<file path="src/rtl/ram_bist_pkg.sv">
// Shared types and helpers for the RAM BIST sequencer: FSM state encoding and the
// address-derived test pattern (optionally inverted for the second sweep).
package ram_bist_pkg;

  typedef enum logic [2:0] {
    IDLE,
    WRITE,
    READ,
    DRAIN,
    DONE
  } state_e;

  localparam int unsigned PAT_W = 32;

  // Pattern word for an address; callers truncate to the RAM word width.
  function automatic logic [PAT_W-1:0] pat(input logic [PAT_W-1:0] addr, input logic inv);
    logic [PAT_W-1:0] p;
    p = addr + PAT_W'(1);
    return inv ? ~p : p;
  endfunction

endpackage

</file>
<file path="src/rtl/ram_bist_cmp.sv">
// Read-data checker for the RAM BIST: RD_LAT-deep {valid, addr, expected} pipe aligned
// with the RAM read latency, word comparator and first-mismatch capture.
module ram_bist_cmp
  import ram_bist_pkg::*;
#(
  parameter int unsigned DATA_WIDTH = 8,
  parameter int unsigned ADDR_WIDTH = 6,
  parameter int unsigned RD_LAT     = 1
) (
  input  logic                  clk,
  input  logic                  rst,
  input  logic                  flush_i,
  input  logic                  push_i,
  input  logic [ADDR_WIDTH-1:0] addr_i,
  input  logic [DATA_WIDTH-1:0] exp_i,
  input  logic [DATA_WIDTH-1:0] q_i,
  output logic                  pass_o,
  output logic [ADDR_WIDTH-1:0] fail_addr_o,
  output logic [DATA_WIDTH-1:0] fail_exp_o,
  output logic [DATA_WIDTH-1:0] fail_got_o,
  output logic                  front_empty_c
);

  logic [RD_LAT-1:0]     vld_q;
  logic [ADDR_WIDTH-1:0] addr_q [RD_LAT];
  logic [DATA_WIDTH-1:0] exp_q  [RD_LAT];
  logic                  pass_q;
  logic [ADDR_WIDTH-1:0] fail_addr_q;
  logic [DATA_WIDTH-1:0] fail_exp_q;
  logic [DATA_WIDTH-1:0] fail_got_q;

  // Pipe shift plus compare of the oldest entry against the RAM output this cycle.
  always_ff @(posedge clk) begin
    if (rst || flush_i) begin
      vld_q       <= '0;
      pass_q      <= 1'b1;
      fail_addr_q <= '0;
      fail_exp_q  <= '0;
      fail_got_q  <= '0;
    end else begin
      vld_q[0]  <= push_i;
      addr_q[0] <= addr_i;
      exp_q[0]  <= exp_i;
      for (int unsigned i = 1; i < RD_LAT; i++) begin
        vld_q[i]  <= vld_q[i-1];
        addr_q[i] <= addr_q[i-1];
        exp_q[i]  <= exp_q[i-1];
      end
      if (vld_q[RD_LAT-1] && pass_q && (q_i != exp_q[RD_LAT-1])) begin
        pass_q      <= 1'b0;
        fail_addr_q <= addr_q[RD_LAT-1];
        fail_exp_q  <= exp_q[RD_LAT-1];
        fail_got_q  <= q_i;
      end
    end
  end

  // True when nothing but the entry being compared right now is still in flight.
  if (RD_LAT > 1) begin : g_multi
    assign front_empty_c = ~|vld_q[RD_LAT-2:0];
  end else begin : g_single
    assign front_empty_c = 1'b1;
  end

  assign pass_o      = pass_q;
  assign fail_addr_o = fail_addr_q;
  assign fail_exp_o  = fail_exp_q;
  assign fail_got_o  = fail_got_q;

endmodule

</file>
<file path="src/rtl/ram_bist_ctrl.sv">
// ram_bist_ctrl: write-then-readback self-test sequencer for a single-port RAM.
// Define RAM_BIST_INV_PASS_EN to append a second sweep using the inverted pattern.
module ram_bist_ctrl
  import ram_bist_pkg::*;
#(
  parameter int unsigned DATA_WIDTH = 8,
  parameter int unsigned ADDR_WIDTH = 6,
  parameter int unsigned RD_LAT     = 1
) (
  input  logic                  clk,
  input  logic                  rst,
  input  logic                  start,
  output logic                  busy,
  output logic                  done,
  output logic                  pass,
  output logic [ADDR_WIDTH-1:0] fail_addr,
  output logic [DATA_WIDTH-1:0] fail_exp,
  output logic [DATA_WIDTH-1:0] fail_got,
  output logic [DATA_WIDTH-1:0] mem_data,
  output logic [ADDR_WIDTH-1:0] mem_addr,
  output logic                  mem_we,
  input  logic [DATA_WIDTH-1:0] mem_q
);

  localparam logic [ADDR_WIDTH-1:0] ADDR_LAST = '1;

  state_e                state_q;
  logic [ADDR_WIDTH-1:0] addr_q;
  logic [DATA_WIDTH-1:0] data_q;
  logic                  we_q;
  logic                  busy_q;
  logic                  done_q;
  logic                  inv_q;

  logic                  accept_c;
  logic                  push_c;
  logic                  front_empty_c;
  logic [DATA_WIDTH-1:0] exp_c;

  assign accept_c = (state_q == IDLE) && start;
  assign push_c   = (state_q == READ);
  assign exp_c    = DATA_WIDTH'(pat(PAT_W'(addr_q), inv_q));

  // Sequencer: address sweep for write and read phases, done/busy handshake.
  always_ff @(posedge clk) begin
    if (rst) begin
      state_q <= IDLE;
      addr_q  <= '0;
      data_q  <= '0;
      we_q    <= 1'b0;
      busy_q  <= 1'b0;
      done_q  <= 1'b0;
      inv_q   <= 1'b0;
    end else begin
      done_q <= 1'b0;
      case (state_q)
        IDLE: begin
          if (start) begin
            state_q <= WRITE;
            addr_q  <= '0;
            data_q  <= DATA_WIDTH'(pat(PAT_W'(0), 1'b0));
            we_q    <= 1'b1;
            busy_q  <= 1'b1;
            inv_q   <= 1'b0;
          end
        end
        WRITE: begin
          if (addr_q == ADDR_LAST) begin
            state_q <= READ;
            addr_q  <= '0;
            we_q    <= 1'b0;
          end else begin
            addr_q <= addr_q + ADDR_WIDTH'(1);
            data_q <= DATA_WIDTH'(pat(PAT_W'(addr_q) + PAT_W'(1), inv_q));
          end
        end
        READ: begin
          if (addr_q == ADDR_LAST) begin
`ifdef RAM_BIST_INV_PASS_EN
            // Second sweep overlaps the tail of the first sweep's compare pipe.
            if (!inv_q) begin
              state_q <= WRITE;
              inv_q   <= 1'b1;
              addr_q  <= '0;
              data_q  <= DATA_WIDTH'(pat(PAT_W'(0), 1'b1));
              we_q    <= 1'b1;
            end else begin
              state_q <= DRAIN;
            end
`else
            state_q <= DRAIN;
`endif
          end else begin
            addr_q <= addr_q + ADDR_WIDTH'(1);
          end
        end
        DRAIN: begin
          if (front_empty_c) begin
            state_q <= DONE;
            done_q  <= 1'b1;
            busy_q  <= 1'b0;
          end
        end
        DONE: begin
          state_q <= IDLE;
        end
        default: begin
          state_q <= IDLE;
        end
      endcase
    end
  end

  ram_bist_cmp #(
    .DATA_WIDTH(DATA_WIDTH),
    .ADDR_WIDTH(ADDR_WIDTH),
    .RD_LAT    (RD_LAT)
  ) u_cmp (
    .clk          (clk),
    .rst          (rst),
    .flush_i      (accept_c),
    .push_i       (push_c),
    .addr_i       (addr_q),
    .exp_i        (exp_c),
    .q_i          (mem_q),
    .pass_o       (pass),
    .fail_addr_o  (fail_addr),
    .fail_exp_o   (fail_exp),
    .fail_got_o   (fail_got),
    .front_empty_c(front_empty_c)
  );

  assign busy     = busy_q;
  assign done     = done_q;
  assign mem_data = data_q;
  assign mem_addr = addr_q;
  assign mem_we   = we_q;

endmodule

</file>
<file path="config.mk">
export PLATFORM = sky130hd
export DESIGN_NAME = ram_bist_ctrl
export DESIGN_NICKNAME = d
export VERILOG_FILES = /design/src/rtl/ram_bist_pkg.sv /design/src/rtl/ram_bist_cmp.sv /design/src/rtl/ram_bist_ctrl.sv
export SDC_FILE = /design/constraint.sdc
export NUM_CORES = 1
export LEC_CHECK = 0
export ABC_AREA = 1
export CORE_MARGIN = 2
export CORE_UTILIZATION = 46
export DETAILED_ROUTE_END_ITERATION = 16
export MAX_ROUTING_LAYER = met4
export PLACE_DENSITY = 0.83
export RECOVER_POWER = 100
export SKIP_LAST_GASP = 1
export SLEW_MARGIN = 30
export SYNTH_ARGS = -nofsm -noshare
export SYNTH_HDL_FRONTEND = slang
export SYNTH_SLANG_ARGS = --single-unit
</file>
<file path="constraint.sdc">
create_clock -name clk -period 1.6 [get_ports clk]
set_clock_uncertainty 0.2 [all_clocks]
set_input_delay 0.4 -clock clk [delete_from_list [all_inputs] [get_ports clk]]
set_output_delay 0.4 -clock clk [all_outputs]
set_load 0.01 [all_outputs]
</file>
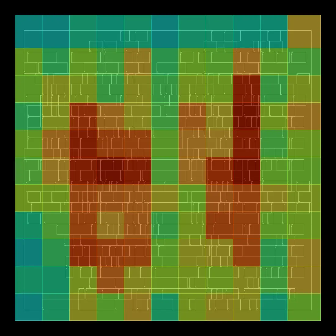
Figure 1: track usage over the die.
global-route layer with the greatest usage: met2
global routing usage on met3: 0.0419
DR WL/cell: 14.3 um
met2 demand-to-capacity share in global routing: 0.397
Finished Core Util: 0.720

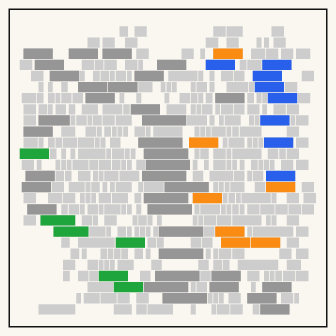
Figure 2: sequential cells grouped by signal name.
Other sequential cells in the stronger grey, the rest of the logic in the fainter grey.
- green: mem_addr (sequential cells 6)
- blue: u_cmp.fail_got_o (sequential cells 8; where north-east)
- orange: u_cmp.fail_exp_o (sequential cells 7)
- not coloured: 35
Seq/total area: 0.340
Reg area: 0.00126 mm2
Seq group: 1.90 mW

==> reports/summary.rpt <==
==================================================================================
Result of the run ................................................... finished with violations
Failing checks ...................................................... negative setup slack
Final antenna-violating net count ...................................            0
Clock latency at the later pin of the worst-skew pair ...............      0.30 ns
Met1 Wirelength .....................................................      2560 um
Root Buffer .........................................................     clkbuf_8
Effective utilization at floorplan ..................................        0.481
Buf+Inv Stages, Crit Path ...........................................            2
# port buffers ......................................................           49
Top sig layer .......................................................         met4
CP startpoint kind ..................................................     register
Placeable core region ...............................................  0.00514 mm2
Area growth syn-to-layout ...........................................        49.6%
Worst setup margin ..................................................    -0.188 ns
Global-route wire length before repair ..............................     10400 um
Hold Path Class ..................................................... register to register
Final cell count without fillers ....................................          463
Cell Rows ...........................................................           26
Chip area ...........................................................  0.00598 mm2
OpenROAD warning count ..............................................           30
Overall fraction of global-route tracks in use ......................        0.222
Cell count after placement ..........................................          446
Vias per cell .......................................................         5.16
Portion of total power attributed to combinational logic ............        0.443
Met1 demand-to-capacity share in global routing .....................        0.244
Part of the power in registers ......................................        0.393
H-tree depth reported by CTS ........................................            2
Count of inserted antenna diode cells ...............................            0
Post-CTS resize count ...............................................           91
Int Power ...........................................................      2.99 mW
Via total after detailed routing ....................................         2389
Die H ...............................................................      77.4 um
Post-synthesis chip area from yosys .................................  0.00247 mm2
Highest ir drop seen on vdd .........................................   0.000901 V
Hold-fix buffers, CTS ...............................................            0
Power per Cell Area .................................................  1310 mW/mm2
Cell family with the largest share of critical-path delay ...........   flip-flops
Die extent in x .....................................................      77.4 um
Post-synthesis sequential area ratio ................................        0.506
Number of top-level design ports ....................................           51
TritonCTS Buffers ...................................................            5
Sw Pwr ..............................................................      1.85 mW
Critical path fanouts, max ..........................................            7
Final hold slack ....................................................     0.244 ns
Ys cells ............................................................          313
Setup Crit Path Kind ................................................ register to register
HPWL after detailed placement .......................................      4020 um
Switching part of the total power ...................................        0.382
Endpoint arrival time on the critical path ..........................      1.79 ns
Maximum clock insertion buffer count ................................            2
Share of final-layout standard cells stronger than drive strength 1 .        0.316
Highest achievable clock rate .......................................      559 MHz
Number of distinct library cells after synthesis ....................           28
DRT Pass-1 Iters ....................................................            4
Post-synthesis sequential element count .............................           56
Setup violations, final .............................................           36
Total placed instance area ..........................................  0.00323 mm2
Post-synthesis cell count ...........................................          313
Post-route standard cell area excluding fillers .....................  0.00370 mm2
Number of global-route vias before repair ...........................         2312
Total routed wirelength .............................................      6640 um
Kind of capture point of the worst setup path .......................     register
Share of power burned in the clock network ..........................        0.163
Post-detailed-route DRC marker count ................................            0
Reg-to-reg critical path startpoint ................................. u_cmp.exp_q[0][4]
Most prevalent standard cell on the critical path ...................      a21oi_2
Crit share post-route ...............................................         1.12
Routed length on met2 ...............................................      3460 um
Clock Sinks .........................................................           56
Largest net degree at the start of global routing ...................           44
Final weighted congestion in routability-driven placement ...........        0.904
Post-CTS setup-driven buffer insertion count ........................            4
Leakage power .......................................................      1.67 nW
Required arrival time at the worst endpoint .........................      1.60 ns
Beginning of the critical path ...................................... u_cmp.exp_q[0][4]
Met3 routed wirelength ..............................................       349 um
Initial antenna violation count .....................................            0
Hold Startpoint .....................................................  mem_data[7]
Iteration-0 DRC Markers .............................................          128
Post-synthesis cell area ............................................  0.00247 mm2
Total global routing overflow .......................................            0
Setup repair after global routing missed its margin .................          yes
Post-synth net total ................................................          326
Number of fill cells ................................................          399
Max-cap violation count .............................................            0
Mean Syn Cell Area ..................................................     7.91 um2
Stage delay of the slowest cell on the critical path ................      0.44 ns
Final critical path time including I/O delays and setup .............      1.79 ns
Post-placement worst setup slack ....................................    -0.494 ns
Total power consumption of the routed design ........................      4.84 mW
Yosys warning total .................................................            0
List of cells traversed by the critical path ........................ a21oi_2 > nand3_2 > nor2_4 > nand2_4 > buf_12 > buf_16 > a21oi_2 > nor2_1
Final count of hold timing violations ...............................            0
TritonCTS clock tree ................................................         done
Reg clk slew, reported paths ........................................      0.10 ns
Slowest CP cell .....................................................     edfxtp_1
# nets final ........................................................          405
Number of max-slew violations in the final report ...................            0
==================================================================================
==> cells in the mapped netlist <==
library cell | n | area share
nand2_1 | 76 | 0.12
dfxtp_1 | 43 | 0.35
a21oi_1 | 38 | 0.077
nor2_1 | 35 | 0.053
inv_1 | 26 | 0.039
nand3_1 | 22 | 0.044
edfxtp_1 | 13 | 0.16
nand3b_1 | 11 | 0.033
clkbuf_1 | 6 | 0.0091
o21ai_0 | 6 | 0.012
inv_2 | 5 | 0.0076
nand4_1 | 5 | 0.013
buf_2 | 4 | 0.0081
nand2_2 | 3 | 0.0076
buf_4 | 2 | 0.0061
buf_6 | 2 | 0.0091
ha_1 | 2 | 0.010
nand2_4 | 2 | 0.0091
nand3_2 | 2 | 0.0081
nor2_2 | 2 | 0.0051
and2_2 | 1 | 0.0030
clkinv_1 | 1 | 0.0015
conb_1 | 1 | 0.0015
nor3_2 | 1 | 0.0040
o211a_1 | 1 | 0.0040
o21ai_1 | 1 | 0.0020
o21bai_4 | 1 | 0.0076
xor2_1 | 1 | 0.0035
==> kinds of logic after synthesis <==
kind of cell               synth area share
and+or+nand+nor                       0.296
DFF                                   0.506
AOI/OAI and AO/OA                     0.103
buffers and inverters                0.0809
adders and majority gates            0.0101
xor gates and xnor gates            0.00354
other                               0.00152
==> power groups by stage <==
| stage | Sequential (mW) | Clock (mW) | Combinational, mW |
|---|---|---|---|
| after floorplan | 1.96 | 0 | 0.998 |
| after global placement | 1.89 | 0 | 1.80 |
| after detailed placement | 1.90 | 0 | 1.85 |
| after CTS | 1.89 | 0.808 | 1.90 |
| after global routing | 1.93 | 0.858 | 2.33 |
| final | 1.90 | 0.789 | 2.14 |
==> state kept, by name (all words and copies together), names as in the netlist <==
signal,cells
mem_addr,6
state_q,3
u_cmp.exp_q,7
mem_data,8
mem_we,1
u_cmp.fail_addr_o,6
done,1
busy,1
u_cmp.fail_got_o,8
u_cmp.addr_q,6
u_cmp.fail_exp_o,7
u_cmp.pass_o,1
u_cmp.vld_q,1
==> layout make-up <==
class	instances	area [um2]	share of cell area
Multi-Input combinational cell	211	1330	0.358
Inverter	32	125	0.0338
Sequential cell	56	1260	0.340
Clock inverter	1	6.26	0.00169
Clock buffer	7	86.3	0.0233
Tap cell	70	87.6	0.0237
Timing Repair Buffer	86	811	0.219
==> final timing paths <==
kind	cells past startpoint	end	slack (ns)
worst min-delay path	2	mem_data[7]	0.24
worst max-delay path	8	u_cmp.fail_exp_o[5]	-0.19
worst min register to register	2	mem_data[7]	0.24
worst max register to register	8	u_cmp.fail_exp_o[5]	-0.19
==> through the flow <==
step,TNS [ns],util
after floorplan,-0.0570,-
after global placement,-12.94,0.628
after detailed placement,-14.88,0.628
after CTS,-1.70,0.691
after global routing,-6.83,0.720
final,-4.08,0.720
==> cells in the final DEF (no fill, tap or decap), types with 8 or more instances in the layout <==
cell type and instances:
nand2_1 64, dfxtp_1 40, dlygate4sd2_1 40, nor2_1 30, a21oi_2 25, inv_1 21
buf_4 20, nand3_1 13, a21oi_1 13, edfxtp_1 13, nand3b_1 11, nand2_2 10
nand3_2 9, inv_2 8
Power and IR drop assume default switching activity.
